### src/rtl/trail_backtrack_controller.sv
// -----------------------------------------------------------------------------
// trail_backtrack_controller
//
// Keeps the assignment trail for the BCP unit. The trail is an explicit stack
// of decisions and implications. On a conflict the controller backtracks
// chronologically: it pops every entry down to and including the most recent
// decision, and then pushes that decision back with its polarity flipped as a
// forced implication.
//
// Ports:
//   clk, rst         rising-edge clock, asynchronous active-high reset
//   decide           push a decision {decide_var, decide_val} (IDLE only)
//   refresh          latch implication_reg/implication_val and push every set
//                    bit, lowest index first (IDLE only)
//   backtrack        conflict: pop to the last decision and flip it (IDLE only)
//   busy             high outside IDLE and UNSAT
//   unassign_valid   one-cycle pulse per popped entry; unassign_var = variable
//   force_valid      one-cycle pulse carrying force_var / force_val
//   level            current decision level
//   trail_count      number of trail entries (equal to the stack pointer)
//   unsat            backtrack requested at level 0 (absorbing until rst)
//   overflow         sticky: a push was refused (trail full or level at max)
// -----------------------------------------------------------------------------
module trail_backtrack_controller #(
   parameter int VAR_NUM   = 8,
   parameter int VAR_LOG   = 3,
   parameter int MAX_LEVEL = 8,
   parameter int LEVEL_LOG = 3
) (
   input  logic                 clk,
   input  logic                 rst,
   input  logic                 decide,
   input  logic [VAR_LOG-1:0]   decide_var,
   input  logic                 decide_val,
   input  logic                 refresh,
   input  logic [VAR_NUM-1:0]   implication_reg,
   input  logic [VAR_NUM-1:0]   implication_val,
   input  logic                 backtrack,
   output logic                 busy,
   output logic                 unassign_valid,
   output logic [VAR_LOG-1:0]   unassign_var,
   output logic                 force_valid,
   output logic [VAR_LOG-1:0]   force_var,
   output logic                 force_val,
   output logic [LEVEL_LOG:0]   level,
   output logic [VAR_LOG:0]     trail_count,
   output logic                 unsat,
   output logic                 overflow
);

   typedef enum logic [2:0] {
      ST_IDLE  = 3'd0,
      ST_SCAN  = 3'd1,
      ST_POP   = 3'd2,
      ST_FORCE = 3'd3,
      ST_UNSAT = 3'd4
   } state_t;

   typedef struct packed {
      logic [VAR_LOG-1:0] var_idx;
      logic               val;
      logic               is_dec;
   } entry_t;

   // Trail storage. Contents need no reset: only entries below the stack
   // pointer are ever read.
   entry_t trail_mem [VAR_NUM];

   state_t               state_reg,    state_next;
   logic [VAR_LOG:0]     count_reg,    count_next;
   logic [LEVEL_LOG:0]   level_reg,    level_next;
   logic [VAR_NUM-1:0]   shadow_reg,   shadow_next;
   logic [VAR_NUM-1:0]   shadow_val_reg, shadow_val_next;
   logic [VAR_LOG-1:0]   flip_var_reg, flip_var_next;
   logic                 flip_val_reg, flip_val_next;
   logic                 overflow_reg, overflow_next;

   logic                 push_en;
   entry_t               push_entry;
   logic                 trail_full;
   logic                 level_full;
   logic [VAR_LOG-1:0]   top_idx;
   entry_t               top_entry;
   logic [VAR_LOG-1:0]   low_idx;

   assign trail_full = (count_reg == (VAR_LOG+1)'(VAR_NUM));
   assign level_full = (level_reg == (LEVEL_LOG+1)'(MAX_LEVEL));

   // Modulo arithmetic on the low bits gives the right top slot even when
   // the trail is completely full (count = VAR_NUM wraps to index 0 - 1).
   assign top_idx   = count_reg[VAR_LOG-1:0] - 1'b1;
   assign top_entry = trail_mem[top_idx];

   // Lowest set bit of the pending implication bitmap.
   always_comb begin
      low_idx = '0;
      for (int i = VAR_NUM - 1; i >= 0; i--) begin
         if (shadow_reg[i]) begin
            low_idx = VAR_LOG'(i);
         end
      end
   end

   // ---------------------------------------------------------------------
   // State and datapath registers
   // ---------------------------------------------------------------------
   always_ff @(posedge clk or posedge rst) begin
      if (rst) begin
         state_reg      <= ST_IDLE;
         count_reg      <= '0;
         level_reg      <= '0;
         shadow_reg     <= '0;
         shadow_val_reg <= '0;
         flip_var_reg   <= '0;
         flip_val_reg   <= 1'b0;
         overflow_reg   <= 1'b0;
      end else begin
         state_reg      <= state_next;
         count_reg      <= count_next;
         level_reg      <= level_next;
         shadow_reg     <= shadow_next;
         shadow_val_reg <= shadow_val_next;
         flip_var_reg   <= flip_var_next;
         flip_val_reg   <= flip_val_next;
         overflow_reg   <= overflow_next;
      end
   end

   // Single write port: at most one push happens per cycle.
   always_ff @(posedge clk) begin
      if (push_en && !rst) begin
         trail_mem[count_reg[VAR_LOG-1:0]] <= push_entry;
      end
   end

   // ---------------------------------------------------------------------
   // Next-state and output logic
   // ---------------------------------------------------------------------
   always_comb begin
      state_next      = state_reg;
      count_next      = count_reg;
      level_next      = level_reg;
      shadow_next     = shadow_reg;
      shadow_val_next = shadow_val_reg;
      flip_var_next   = flip_var_reg;
      flip_val_next   = flip_val_reg;
      overflow_next   = overflow_reg;
      push_en         = 1'b0;
      push_entry      = '0;
      unassign_valid  = 1'b0;
      unassign_var    = '0;
      force_valid     = 1'b0;
      force_var       = '0;
      force_val       = 1'b0;

      case (state_reg)
         ST_IDLE: begin
            // backtrack > refresh > decide; losers are simply dropped.
            if (backtrack) begin
               state_next = (level_reg == '0) ? ST_UNSAT : ST_POP;
            end else if (refresh) begin
               shadow_next     = implication_reg;
               shadow_val_next = implication_val;
               state_next      = ST_SCAN;
            end else if (decide) begin
               if (trail_full || level_full) begin
                  overflow_next = 1'b1;
               end else begin
                  push_en            = 1'b1;
                  push_entry.var_idx = decide_var;
                  push_entry.val     = decide_val;
                  push_entry.is_dec  = 1'b1;
                  count_next         = count_reg + 1'b1;
                  level_next         = level_reg + 1'b1;
               end
            end
         end

         ST_SCAN: begin
            if (shadow_reg != '0) begin
               shadow_next[low_idx] = 1'b0;
               if (trail_full) begin
                  // The entry is lost but the bit is still consumed so the
                  // scan always terminates.
                  overflow_next = 1'b1;
               end else begin
                  push_en            = 1'b1;
                  push_entry.var_idx = low_idx;
                  push_entry.val     = shadow_val_reg[low_idx];
                  push_entry.is_dec  = 1'b0;
                  count_next         = count_reg + 1'b1;
               end
            end
            // Leaving on the cycle of the last push keeps busy at
            // max(1, popcount) cycles.
            if (shadow_next == '0) begin
               state_next = ST_IDLE;
            end
         end

         ST_POP: begin
            if (count_reg == '0) begin
               // No decision left to flip; nothing sensible to pop.
               state_next = ST_IDLE;
            end else begin
               unassign_valid = 1'b1;
               unassign_var   = top_entry.var_idx;
               count_next     = count_reg - 1'b1;
               if (top_entry.is_dec) begin
                  level_next    = level_reg - 1'b1;
                  flip_var_next = top_entry.var_idx;
                  flip_val_next = top_entry.val;
                  state_next    = ST_FORCE;
               end
            end
         end

         ST_FORCE: begin
            // The flipped value goes back as an implication so that it is
            // never flipped a second time. A slot was just freed by the pop,
            // so the trail cannot be full here.
            force_valid        = 1'b1;
            force_var          = flip_var_reg;
            force_val          = ~flip_val_reg;
            push_en            = 1'b1;
            push_entry.var_idx = flip_var_reg;
            push_entry.val     = ~flip_val_reg;
            push_entry.is_dec  = 1'b0;
            count_next         = count_reg + 1'b1;
            state_next         = ST_IDLE;
         end

         ST_UNSAT: begin
            state_next = ST_UNSAT;
         end

         default: begin
            state_next = ST_IDLE;
         end
      endcase
   end

   assign busy        = (state_reg != ST_IDLE) && (state_reg != ST_UNSAT);
   assign unsat       = (state_reg == ST_UNSAT);
   assign level       = level_reg;
   assign trail_count = count_reg;
   assign overflow    = overflow_reg;

endmodule

### config.mk
export PLATFORM = sky130hd
export DESIGN_NAME = trail_backtrack_controller
export DESIGN_NICKNAME = d
export VERILOG_FILES = /design/src/rtl/trail_backtrack_controller.sv
export SDC_FILE = /design/constraint.sdc
export NUM_CORES = 1
export LEC_CHECK = 0
export ABC_AREA = 1
export CAP_MARGIN = 20
export CELL_PAD_IN_SITES_DETAIL_PLACEMENT = 0
export CELL_PAD_IN_SITES_GLOBAL_PLACEMENT = 1
export CORE_ASPECT_RATIO = 0.8
export CORE_UTILIZATION = 43
export CTS_CLUSTER_DIAMETER = 100
export CTS_CLUSTER_SIZE = 30
export DETAILED_ROUTE_END_ITERATION = 8
export PLACE_DENSITY_LB_ADDON = 0.1
export SYNTH_ARGS = -nofsm -noshare
export SYNTH_HDL_FRONTEND = slang
export SYNTH_SLANG_ARGS = --single-unit
### constraint.sdc
create_clock -name clk -period 3.11 [get_ports clk]
set_input_delay 0.622 -clock clk [delete_from_list [all_inputs] [get_ports clk]]
set_output_delay 0.622 -clock clk [all_outputs]
set_load 0.02 [all_outputs]
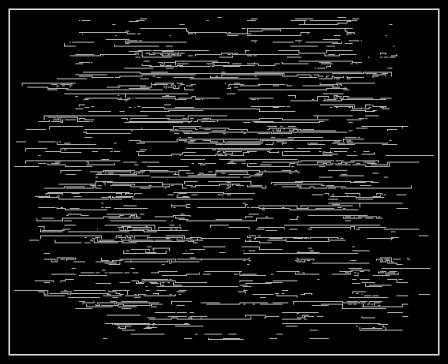
(run_1/layer_met1.png)
The wires run mostly horizontal. The layer carries 4420 um of wire. 424 nets have wire on it. The layer holds 51% of the routed length.
WL final: 8660 um
met1 Use GR: 30.1%

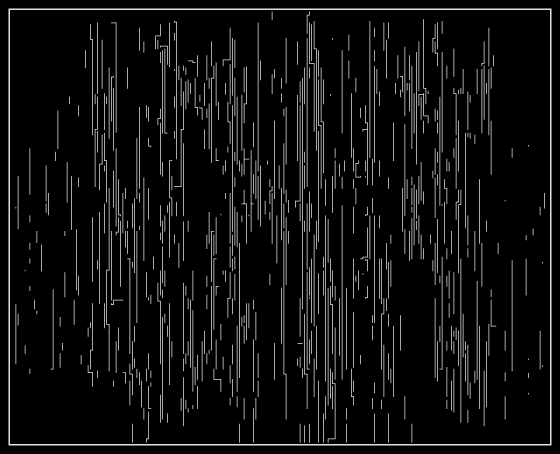
(run_1/layer_met2.png)
The layer holds 44% of the routed length. The wires run mostly vertical.
vias post-DR: 2813
met2 Usage GRT: 30.3%

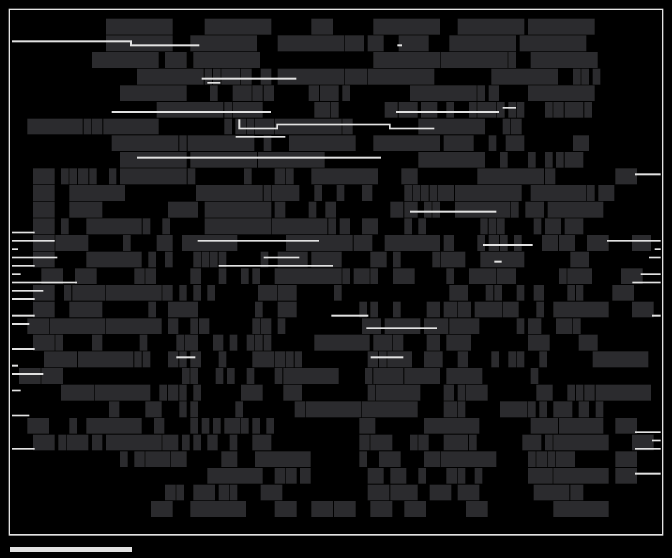
(run_1/layer_met3.png)
Bar = 20 um.
42 nets have wire on it. The layer holds 4.2% of the routed length. The layer carries 365 um of wire.

==> summary.txt, run 1 <==
Clk_lat worst skew: 0.36 ns
Resized cells post-CTS: 4
Vias in the first global route: 2713
CORE AREA: 0.00848 mm^2
Final slew viol count: 0
Reg power frac: 30.4%
Worst path slowest cell: dfrtp_1
Mux share: 2.92%
Top cells, area: edfxtp_1 (32%), dfrtp_1 (21%), nand2_1 (6.4%)
Ys flop type: edfxtp_1
Worst vdd ir: 572 uV
Layer with the highest usage: met2
ClkCell Share: 4.85%
ANT cells: 0
CTS buffer count: 9
Cell internal pwr: 2.88 mW
Max FFs per register: 40
Status: finished, final reports clean
Sequential cell area share: 43.4%
I/O pin cnt: 45
Layout Skew: 0.0152 ns
Placed Area: 0.00438 mm^2
Post-layout period usage: 92.8%
[run 1: path summary, 6_finish.rpt]
kind / to / from / slack, ns
worst min-delay path: overflow / overflow / 0.50
max in group asynchronous: shadow_reg[7] / rst / 2.04
worst max register to register: trail_mem[1][4] / state_reg[2] / 0.66
worst min register to register: overflow / overflow / 0.50
min in group asynchronous: shadow_reg[2] / rst / 0.75
worst max-delay path: unassign_var[0] / trail_count[1] / 0.22
[run 1: per-stage QoR]
step	hold WS (ns)	util, %	power, mW	cells	setup WS (ns)
2_1_floorplan	0.459	-	3.55	378	0.0373
5_1_grt	0.500	54.4	5.57	554	0.0875
6_report	0.498	54.4	5.17	554	0.223
3_3_place_gp	0.489	51.6	4.31	538	0.266
4_1_cts	0.502	54.3	5.17	554	0.111
3_5_place_dp	0.484	51.6	4.33	538	0.146
==> run_1/congestion.png <==
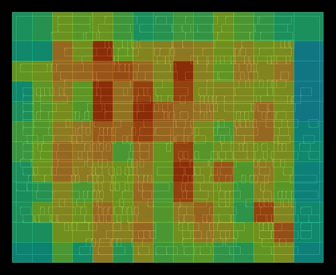

==> run 2: changes to the inputs <==
Settings changed: ABC_AREA 1 to unset, CORE_UTILIZATION 43 to 44.
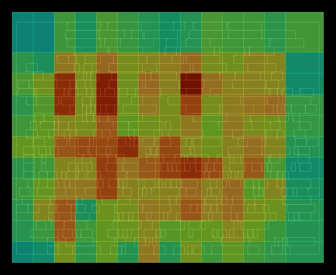
(run_2/congestion.png)
GR met3 Demand/Resource: 4.38%
Final Core Density: 58.0%
GRT Total Usage: 21.6%

==> run 2 against run 1 <==
Sequential power about the same; sequential share of layout area grew 2.3 points; flip-flop count is the same; non-clock buffer count increased by 5; first-iteration DRC count decreased by 28%; fmax down 1.6%; register-to-register slack worse by 0.19 ns; critical path type unchanged; combinational power fell by 12%; critical endpoint unchanged.
==> summary.txt, run 2 <==
Vias post-DR: 2572
ANT cells: 0
Top cells, area: edfxtp_1 (34%), dfrtp_1 (23%), mux4_2 (6.4%)
Cell internal pwr: 2.82 mW
Met2 Usage GRT: 30.5%
Post-layout period usage: 94.3%
Layout Skew: 0.00995 ns
Placed Area: 0.00418 mm^2
CTS buffer count: 9
Critical Path Start: state_reg[2]
Ys flop type: edfxtp_1
Finished Layout Cells: 466
Status: finished, final reports clean
Setup ws final: 0.176 ns
Inst Count DP: 450
Layer with the highest usage: met1
Final slew viol count: 0
I/O pin cnt: 45
ClkCell Share: 4.17%
Worst vdd ir: 750 uV
Met1 Use GR: 32.5%
Clk_lat worst skew: 0.35 ns
Worst r2r src: shadow_reg[0]
Vias in the first global route: 2454
WHS: 0.470 ns
Max FFs per register: 40
Sequential cell area share: 45.6%
CORE AREA: 0.00757 mm^2
Reg power frac: 33.9%
DP Worst Slack: 0.267 ns
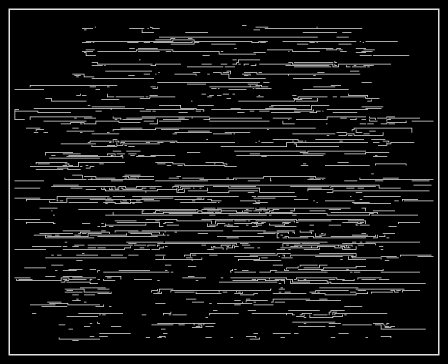
(run_2/layer_met1.png)
The layer holds 50% of the routed length. The layer carries 4160 um of wire. 360 nets have wire on it. The longest straight run is 48.8 um. The wires run mostly horizontal.

run 2: path summary, 6_finish.rpt:
check	cells after the start	slack, ns	to
setup / recovery	4	0.18	unassign_var[0]
max in group asynchronous	3	2.06	flip_val_reg
min in group asynchronous	3	0.73	trail_count[3]
hold reg to reg	2	0.47	shadow_val_reg[5]
setup reg to reg	5	0.47	trail_mem[3][1]
hold / removal	2	0.47	shadow_val_reg[5]
run 2: timing repair:
action                                  4_1_cts  5_1_grt
gates cloned                                  0        0
resized                                       1        6
endpoints found under the setup margin        3        4
buffers inserted                              0        0
run 2: cell families after synthesis:
family	synth area share, %
AND-OR/OR-AND	10.0
AND/OR/NAND/NOR	15.6
buffers and inverters	2.77
flip-flops	56.7
multiplexers	9.43
adder cells (fa/ha/maj)	3.19
XOR/XNOR	2.23
Power figures rest on the tool's default switching activity, not on a simulated workload.
